Fig. 1: sequential cells grouped by signal name
Scale bar: 50 µm. Other sequential cells in the stronger grey, the rest of the logic in the fainter grey.
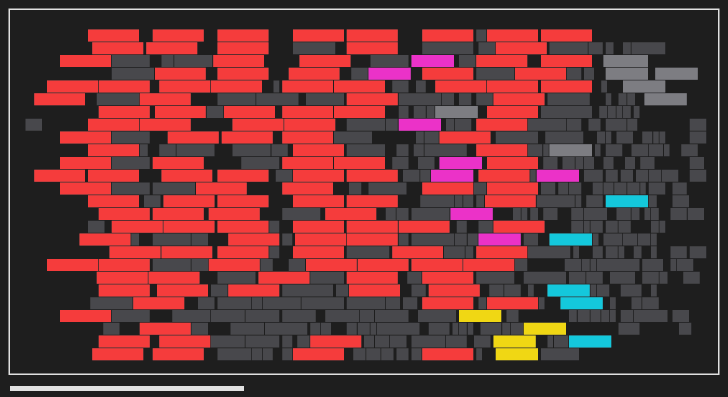
Fig. 2: routing congestion
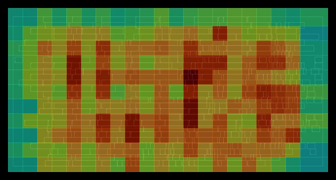
==> config.mk <==
export PLATFORM = sky130hd
export DESIGN_NAME = fifo_lvl
export DESIGN_NICKNAME = d
export VERILOG_FILES = /design/src/rtl/fifo_pkg.sv /design/src/rtl/fifo_mem.sv /design/src/rtl/fifo_lvl.sv
export SDC_FILE = /design/constraint.sdc
export NUM_CORES = 1
export LEC_CHECK = 0
export CAP_MARGIN = 20
export CORE_ASPECT_RATIO = 0.5
export CORE_MARGIN = 2
export CORE_UTILIZATION = 59
export CTS_CLUSTER_SIZE = 40
export DETAILED_ROUTE_END_ITERATION = 8
export PLACE_DENSITY = 0.79
export SYNTH_ARGS = -nofsm -noshare
export SYNTH_HDL_FRONTEND = slang
export SYNTH_SLANG_ARGS = --single-unit
==> constraint.sdc <==
create_clock -name i_clk -period 2.41 [get_ports i_clk]
set_clock_uncertainty 0.1 [all_clocks]
set_input_delay 0.3615 -clock i_clk [delete_from_list [all_inputs] [get_ports i_clk]]
set_output_delay 0.3615 -clock i_clk [all_outputs]
set_load 0.01 [all_outputs]
==> flow_summary.yaml <==
# yosys + openroad results
outcome:
  status: "finished, final reports clean"
grt:
  track_usage_pct: 27.1
  grt_pass1_vias: 3962
  grt_pass1_wl_mm: 22.5
  grt_overflow: 0
  met2_usage_pct: 42.8
setup_path:
  ff2ff_path_depth: 8
  worstPathRequired_ns: 1.95
  critical-path-max-stage-delay_ns: 0.48
  cp_data_arrival_time_ns: 1.85
  critical_path_class: "reg2out"
  crit_chain: "buf_4, ha_1, o211a_1, clkdlybuf4s50_1"
  crit_slowest_cell: "clkdlybuf4s50_1"
  rrSetupSlack_ns: 0.13
  end_kind: "output port"
synthesis:
  synthDistinctLibCells: 46
  yosysTopAreaCellShare_pct: 60.3
  ff_type: "edfxtp_1"
  ys_cells: 367
  ys.flops: 152
  syn_inst: 367
  synth.avg_cell_area_um2: 17.4
  synth-edff-count: 128
  async_reset_ff_share_pct: 15.8
  top_area_cell: "edfxtp_1"
  netlist_area_um2: 6370
  yosys-stat-area_um2: 6370
clock_tree:
  clkTransAtPathRegs_ns: 0.06
  clockRootBuffer: "clkbuf_16"
  cts_tree: "yes"
  htreeDepth: 4
  worstSkewPairLatency_ns: 0.42
  clockBufferDepth: 2
power:
  p_total_mw: 7.79
  powerDensity_nw_per_um2: 992
  power_leakage_nw: 2.72
routing:
  vias_per_cell: 6.50
  num_vias: 3823
  drc: 0
  dr.pass1.iters: 5
  ant_nets: 0
  wirelength_mm: 14.6
die:
  row_count: 26
  fp_util_pct: 61.6
  fp.dieH_um: 77.5
  design.core.area_um2: 10300
  io_pins: 34
  die_w_um: 151
  chip_area_um2: 11700
finish:
  nNetsFinal: 461
  lay_top_cells: "edfxtp_1, mux4_2, clkdlybuf4s50_1"
  area_growth_pct: 23.2
  drive_above_1_share_pct: 25.0
  fill_cells: 546
  largest_reg_flops: 128
flow_run:
  warnings: 32
  drv_cap: 0
place:
  place.gp.congestion: 0.927
  port_buffers: 33
  dp_hpwl_mm: 9.06
sta:
  min_period_over_period_pct: 96.0
  min_period_ns: 2.31
  worst_slew_pin_slew_ns: 0.658
  finalSetupViolCount: 0
  fin_setup_tns_ns: 0
worst_hold_path:
  hold_class: "in2async"
Notes on Fig. 1 above:
Key: o_rd_data = magenta [sequential cells 8]; wr_ptr_reg = yellow [sequential cells 4]; o_level = cyan [sequential cells 5, where bottom right]; u_mem.mem = red [sequential cells 128]
Another 7 sequential cells are not coloured.
Reg area: 4450 µm²
fin util: 75.9%
flop share of the area: 56.6%

Notes on Fig. 2 above:
Most Used Layer, Global Route: met2
M3 GR Usage: 8.35%

## routing by layer
metal / vias up / part of all wire [%]
li1: 1613 / -
met3: 41 / 8.9
met5: - / 0
met1: 1922 / 40
met4: 0 / 2.2
met2: 247 / 49
## power by group
group	switching (mW)	internal, mW
logic	0.994	0.995
clock network	1.02	1.61
registers	0.161	3.01
## worst max-delay path, delay by kind of cell, from the launching register on
family	cells	cell delay [ns]
AOI/OAI and AO/OA	1	0.22
adders and majority gates	1	0.19
buffers and inverters	2	0.64
DFF	1	0.39
## cells by family (layout without fill, tap and decap cells)
| family | after synthesis | in the layout | synth area share, % |
|---|---|---|---|
| flops | 152 | 152 | 69.7 |
| simple gates | 77 | 77 | 6.93 |
| compound gates | 46 | 46 | 5.20 |
| mux | 44 | 44 | 13.2 |
| buf+inv | 36 | 117 | 2.71 |
| fa+ha+maj | 10 | 10 | 1.96 |
| xor+xnor | 2 | 2 | 0.275 |
## synth_stat cells, types with 8 or more instances
cell	n
nor2_1	11
nand2_1	11
and2_1	9
ha_1	10
o211ai_1	8
edfxtp_1	128
mux4_2	32
buf_2	8
inv_1	12
dfrtp_1	24
clkbuf_1	10
mux2i_1	11
o21ai_0	11
## through the flow
stage / setup slack [ns] / util (%) / instances / area [µm²] / hold slack [ns]
3_5_place_dp: 0.0700 / 70.1 / 557 / 7250 / 0.421
6_report: 0.0960 / 75.9 / 588 / 7850 / 0.217
3_3_place_gp: 0.127 / 70.1 / 557 / 7250 / 0.417
5_1_grt: 0.00723 / 75.9 / 588 / 7850 / 0.229
4_1_cts: 0.0713 / 75.9 / 588 / 7850 / 0.216
2_1_floorplan: 0.141 / - / 367 / 6370 / -0.0341
## cell type report
class | instances | area (µm²) | area share, %
sequential | 152 | 4450 | 56.6
multi-input combinational | 179 | 1780 | 22.6
timing repair buffer | 74 | 818 | 10.4
clock buffer | 18 | 429 | 5.47
tap | 140 | 175 | 2.23
clock inverter | 12 | 154 | 1.96
inverter | 13 | 53.8 | 0.685
## timing repair
item                       4_1_cts  5_1_grt
setup endpoints to repair        3        2
resized                         12        2
hold buffers                     0        0
setup buffers                    1        0
No activity file was given, so power comes from the tool's default toggle rates.
